==> images/wires.png <==
The bar under the picture is 20 µm long.
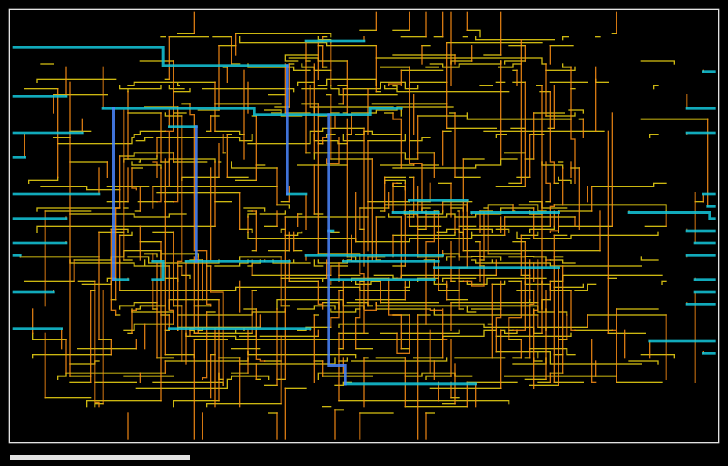
==> images/clk_routes.png <==
The bar under the picture is 20 µm long.
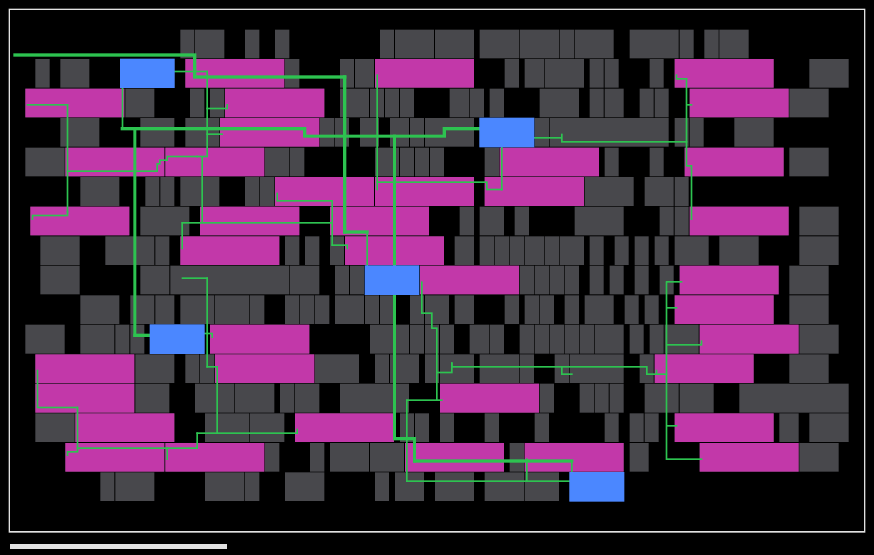
==> images/congestion.png <==
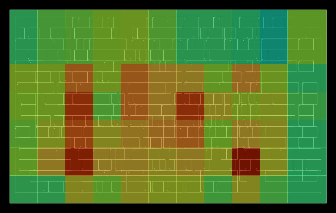
==> images/placement_by_type.png <==
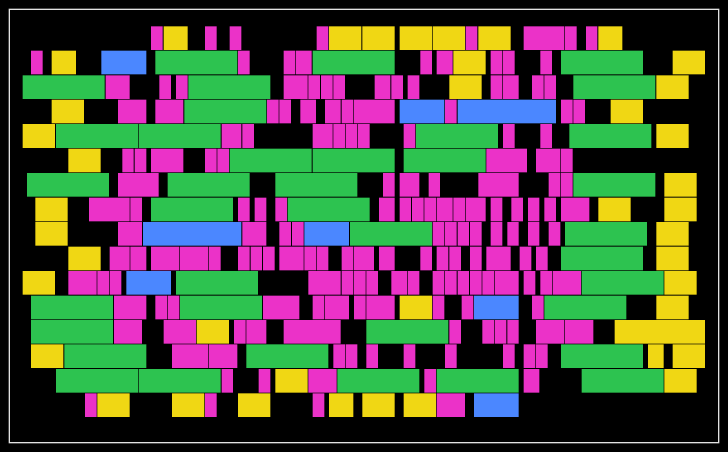
==> images/power_grid.png <==
Pins as bars on the die edge. Tap cells in gray.
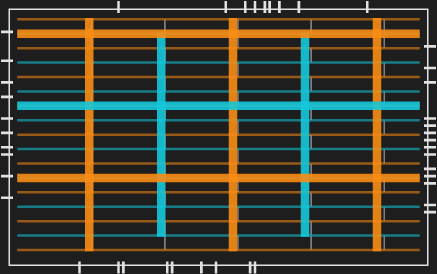
### src/rtl/sample_sequencer_10hz_pkg.sv
// Shared definitions for the 10 Hz sample sequencer.
//   - seq_state_e : frame FSM state encoding (IDLE/START/WAIT/DONE)
//   - DEF_*       : default values for the top-level parameters
//   - idx_width   : register width needed to index the sensors
//   - cnt_width   : register width of the per-sensor timeout counter
package sample_sequencer_10hz_pkg;

  typedef enum logic [1:0] {
    ST_IDLE  = 2'd0,
    ST_START = 2'd1,
    ST_WAIT  = 2'd2,
    ST_DONE  = 2'd3
  } seq_state_e;

  localparam int DEF_NUM_SENSORS    = 4;
  localparam int DEF_TIMEOUT_CYCLES = 20000;
  localparam int DEF_TIME_W         = 24;

  // A single sensor still needs a one-bit index register.
  function automatic int idx_width(input int n);
    return (n <= 1) ? 1 : $clog2(n);
  endfunction

  // The counter only has to reach TIMEOUT_CYCLES-1; keep at least one bit.
  function automatic int cnt_width(input int n);
    return (n <= 1) ? 1 : $clog2(n);
  endfunction

endpackage

### src/rtl/sample_sequencer_10hz_tick_sync_edge.sv
// tick_sync_edge: three-flop synchronizer with rising-edge detector for a
// slow asynchronous input. Emits a one-clock pulse per rising edge, two
// clocks after the input is first sampled high.
// Ports:
//   clk        in  sampling clock
//   rst_n      in  asynchronous active-low reset
//   async_in   in  slow asynchronous input
//   rise_pulse out one-cycle pulse per rising edge of async_in
module tick_sync_edge (
  input  logic clk,
  input  logic rst_n,
  input  logic async_in,
  output logic rise_pulse
);

  logic s1_q, s1_d;
  logic s2_q, s2_d;
  logic s3_q, s3_d;

  always_comb begin
    s1_d = async_in;
    s2_d = s1_q;
    s3_d = s2_q;
  end

  always_ff @(posedge clk or negedge rst_n) begin
    if (!rst_n) begin
      s1_q <= 1'b0;
      s2_q <= 1'b0;
      s3_q <= 1'b0;
    end else begin
      s1_q <= s1_d;
      s2_q <= s2_d;
      s3_q <= s3_d;
    end
  end

  // s1 is the metastability catcher; the edge is detected between s2 and s3.
  assign rise_pulse = s2_q & ~s3_q;

endmodule

### src/rtl/sample_sequencer_10hz.sv
// sample_sequencer_10hz: turns each rising edge of the 10 Hz divider clock
// into one sensor-sampling frame on the 1 MHz system clock. Each frame bumps
// the mission-time counter, then strobes the sensor readers one at a time,
// waiting for each reader's done before starting the next.
// Build option: define SAMPLE_SEQ_TIMEOUT_EN to add the per-sensor timeout
// counter and sticky TIMEOUT_FLAGS; without it a reader is waited on forever
// and TIMEOUT_FLAGS reads 0.
// Ports:
//   CLK_1MHZ_IN   in  system clock
//   RESET         in  asynchronous active-low reset
//   CLK_10HZ_IN   in  10 Hz divider clock (asynchronous)
//   SENSOR_DONE   in  per-reader completion; only the current reader's bit is used
//   SENSOR_START  out one-hot one-cycle start strobe
//   MISSION_TIME  out 10 Hz tick count since reset (wraps)
//   FRAME_READY   out one-cycle pulse at frame end
//   BUSY          out frame in progress (low in the FRAME_READY cycle)
//   OVERRUN       out sticky: tick arrived while a frame was in progress
//   TIMEOUT_FLAGS out sticky: reader i timed out
module sample_sequencer_10hz
  import sample_sequencer_10hz_pkg::*;
#(
  parameter int NUM_SENSORS    = DEF_NUM_SENSORS,
  parameter int TIMEOUT_CYCLES = DEF_TIMEOUT_CYCLES,
  parameter int TIME_W         = DEF_TIME_W
) (
  input  logic                   CLK_1MHZ_IN,
  input  logic                   RESET,
  input  logic                   CLK_10HZ_IN,
  input  logic [NUM_SENSORS-1:0] SENSOR_DONE,
  output logic [NUM_SENSORS-1:0] SENSOR_START,
  output logic [TIME_W-1:0]      MISSION_TIME,
  output logic                   FRAME_READY,
  output logic                   BUSY,
  output logic                   OVERRUN,
  output logic [NUM_SENSORS-1:0] TIMEOUT_FLAGS
);

  localparam int IDX_W = idx_width(NUM_SENSORS);

  if (NUM_SENSORS < 1 || NUM_SENSORS > 8) begin : g_bad_num_sensors
    $error("sample_sequencer_10hz: NUM_SENSORS must be 1..8");
  end
  if (TIMEOUT_CYCLES < 1) begin : g_bad_timeout
    $error("sample_sequencer_10hz: TIMEOUT_CYCLES must be at least 1");
  end

  logic tick;

  tick_sync_edge u_tick_sync (
    .clk        (CLK_1MHZ_IN),
    .rst_n      (RESET),
    .async_in   (CLK_10HZ_IN),
    .rise_pulse (tick)
  );

  seq_state_e             state_q, state_d;
  logic [IDX_W-1:0]       idx_q, idx_d;
  logic [NUM_SENSORS-1:0] start_q, start_d;
  logic [TIME_W-1:0]      time_q, time_d;
  logic                   frame_ready_q, frame_ready_d;
  logic                   busy_q, busy_d;
  logic                   overrun_q, overrun_d;
  logic                   done_cur;
  logic                   timed_out;
  logic                   last_idx;

`ifdef SAMPLE_SEQ_TIMEOUT_EN
  localparam int CNT_W = cnt_width(TIMEOUT_CYCLES);
  logic [CNT_W-1:0]       cnt_q, cnt_d;
  logic [NUM_SENSORS-1:0] tflags_q, tflags_d;
`endif

  always_comb begin
    state_d       = state_q;
    idx_d         = idx_q;
    start_d       = '0;
    frame_ready_d = 1'b0;
    busy_d        = busy_q;
    overrun_d     = overrun_q;
    time_d        = time_q + TIME_W'(tick);
    done_cur      = SENSOR_DONE[idx_q];
    last_idx      = (idx_q == IDX_W'(NUM_SENSORS - 1));
`ifdef SAMPLE_SEQ_TIMEOUT_EN
    cnt_d         = cnt_q;
    tflags_d      = tflags_q;
    timed_out     = (cnt_q == CNT_W'(TIMEOUT_CYCLES - 1));
`else
    timed_out     = 1'b0;
`endif

    // Ticks during a frame are flagged and dropped, never queued.
    if (tick && (state_q != ST_IDLE)) begin
      overrun_d = 1'b1;
    end

    // Strobes and FRAME_READY are registered on entry to the state they
    // belong to, so they are high exactly during that state's cycle.
    case (state_q)
      ST_IDLE: begin
        if (tick) begin
          idx_d   = '0;
          busy_d  = 1'b1;
          start_d = NUM_SENSORS'(1);
          state_d = ST_START;
        end
      end
      ST_START: begin
`ifdef SAMPLE_SEQ_TIMEOUT_EN
        cnt_d = '0;
`endif
        state_d = ST_WAIT;
      end
      ST_WAIT: begin
        if (done_cur || timed_out) begin
`ifdef SAMPLE_SEQ_TIMEOUT_EN
          // A done arriving on the last counted cycle wins over the timeout.
          if (!done_cur) begin
            tflags_d[idx_q] = 1'b1;
          end
`endif
          if (last_idx) begin
            frame_ready_d = 1'b1;
            busy_d        = 1'b0;
            state_d       = ST_DONE;
          end else begin
            idx_d   = idx_q + IDX_W'(1);
            start_d = NUM_SENSORS'(1) << idx_d;
            state_d = ST_START;
          end
        end else begin
`ifdef SAMPLE_SEQ_TIMEOUT_EN
          cnt_d = cnt_q + CNT_W'(1);
`endif
        end
      end
      ST_DONE: begin
        state_d = ST_IDLE;
      end
      default: begin
        state_d = ST_IDLE;
      end
    endcase
  end

  always_ff @(posedge CLK_1MHZ_IN or negedge RESET) begin
    if (!RESET) begin
      state_q       <= ST_IDLE;
      idx_q         <= '0;
      start_q       <= '0;
      time_q        <= '0;
      frame_ready_q <= 1'b0;
      busy_q        <= 1'b0;
      overrun_q     <= 1'b0;
`ifdef SAMPLE_SEQ_TIMEOUT_EN
      cnt_q         <= '0;
      tflags_q      <= '0;
`endif
    end else begin
      state_q       <= state_d;
      idx_q         <= idx_d;
      start_q       <= start_d;
      time_q        <= time_d;
      frame_ready_q <= frame_ready_d;
      busy_q        <= busy_d;
      overrun_q     <= overrun_d;
`ifdef SAMPLE_SEQ_TIMEOUT_EN
      cnt_q         <= cnt_d;
      tflags_q      <= tflags_d;
`endif
    end
  end

  assign SENSOR_START = start_q;
  assign MISSION_TIME = time_q;
  assign FRAME_READY  = frame_ready_q;
  assign BUSY         = busy_q;
  assign OVERRUN      = overrun_q;
`ifdef SAMPLE_SEQ_TIMEOUT_EN
  assign TIMEOUT_FLAGS = tflags_q;
`else
  assign TIMEOUT_FLAGS = '0;
`endif

endmodule
### config.mk
export PLATFORM = sky130hd
export DESIGN_NAME = sample_sequencer_10hz
export DESIGN_NICKNAME = d
export VERILOG_FILES = /design/src/rtl/sample_sequencer_10hz_pkg.sv /design/src/rtl/sample_sequencer_10hz_tick_sync_edge.sv /design/src/rtl/sample_sequencer_10hz.sv
export SDC_FILE = /design/constraint.sdc
export NUM_CORES = 1
export LEC_CHECK = 0
export ABC_AREA = 1
export CORE_ASPECT_RATIO = 0.6
export CORE_UTILIZATION = 53
export CTS_CLUSTER_DIAMETER = 200
export CTS_CLUSTER_SIZE = 28
export DETAILED_ROUTE_END_ITERATION = 8
export GPL_TIMING_DRIVEN = 0
export PLACE_DENSITY = 0.83
export SETUP_SLACK_MARGIN = 0.05
export SKIP_LAST_GASP = 1
export SLEW_MARGIN = 20
export SYNTH_ARGS = -nofsm -noshare
export SYNTH_HDL_FRONTEND = slang
export SYNTH_SLANG_ARGS = --single-unit
### constraint.sdc
create_clock -name CLK_1MHZ_IN -period 5.05 [get_ports CLK_1MHZ_IN]
set_clock_uncertainty 0.1 [all_clocks]
set_input_delay 1.01 -clock CLK_1MHZ_IN [delete_from_list [all_inputs] [get_ports CLK_1MHZ_IN]]
set_output_delay 1.01 -clock CLK_1MHZ_IN [all_outputs]
set_load 0.01 [all_outputs]
==> flow_metrics.py <==
# Metrics from the implementation run
metrics = {
    "outcome": {
        "status": "finished, final reports clean",
    },
    "worst_setup_path": {
        "cp-end-kind": "primary output",
        "critPathBufInv": 1,
        "path_class": "flip-flop to primary output",
        "crit_path_max_fanout": 5,
        "r2r_start": "u_tick_sync.s3_q",
        "rrSetupSlack_ns": 3.13,
        "rr_endpoint": "MISSION_TIME[15]",
    },
    "detailed_routing": {
        "drc": 0,
        "wirelength_mm": 3.90,
        "initialDrtViolationCount": 87,
        "highest_layer": "met4",
        "antenna_left": 0,
    },
    "logic_synthesis": {
        "synthArstFlopShare_pct": 100,
        "avgSynthCellArea_um2": 8.74,
        "logic_family": "simple AND/OR/NAND/NOR gates",
        "ys_cells": 214,
        "ys_seq_share_pct": 50.9,
        "post-synth-top-count-cell": "nand2_1",
        "synth.area.top_cells": "dfrtp_1 (51%), nand2_1 (13%), nor2_1 (6.0%), inv_1 (4.2%), xnor2_1 (4.2%)",
        "edf_count": 0,
        "fa_ha_area_share_pct": 4.02,
        "aoi_share_pct": 2.14,
        "ys_area_um2": 1870,
        "synthCells": 214,
        "mux_share_pct": 0,
    },
    "clocking": {
        "clock_latency_ns": 0.30,
        "cts_resized": 0,
        "clockBufferDepth": 2,
        "cts_tree": "built",
        "cts.reportedPaths.clkPinSlew_ns": 0.07,
        "root_buffer": "clkbuf_8",
    },
    "place": {
        "placed_area_um2": 2330,
    },
    "power": {
        "powerClk_w": 0.000319,
        "power.switching_w": 0.000278,
        "peakVddDrop_mv": 0.307,
        "finalPower_w": 0.000936,
        "pg_comb_w": 0.000219,
        "power_frac_comb_pct": 23.4,
    },
    "worst_hold_path": {
        "hp-start": "u_tick_sync.s1_q",
    },
    "timing": {
        "drv_slew": 0,
        "rsz0062_at_grt": "no",
        "period_used_pct": 48.6,
        "fin_hold_ws_ns": 0.250,
    },
    "final_layout": {
        "syn2layout_area_growth_pct": 32.3,
        "num-clock-buffers": 6,
        "nNetsFinal": 275,
    },
    "die": {
        "dieWidth_um": 78.7,
    },
}
-- wires.png (at the start) --
color	layer	wire length
cyan	metal 3	288 µm
yellow	metal 1	1890 µm
blue	metal 4	80.0 µm
orange	metal 2	1640 µm

-- clk_routes.png (at the start) --
[magenta] flip-flops | count: 38
[green] clock wires | length: 455 µm
[blue] clock drivers | count: 5
routed clock nets	6
flops lie	all over the die

-- congestion.png (at the start) --
post-layout util: 74.8%
busiest grt layer: met2
GR Util All Layers: 23.6%
met3 usage: 7.24%
wire per inst: 12.6 µm

-- placement_by_type.png (at the start) --
color	class	cells
magenta	combinational and other logic	175
yellow	other buffers and delay cells	42
blue	clock drivers and dummy loads	8
green	flops	38

-- power_grid.png (at the start) --
color	net
cyan	VDD
orange	VSS
rows	16
tap cells	45

Power is estimated from default activity; no workload was simulated.
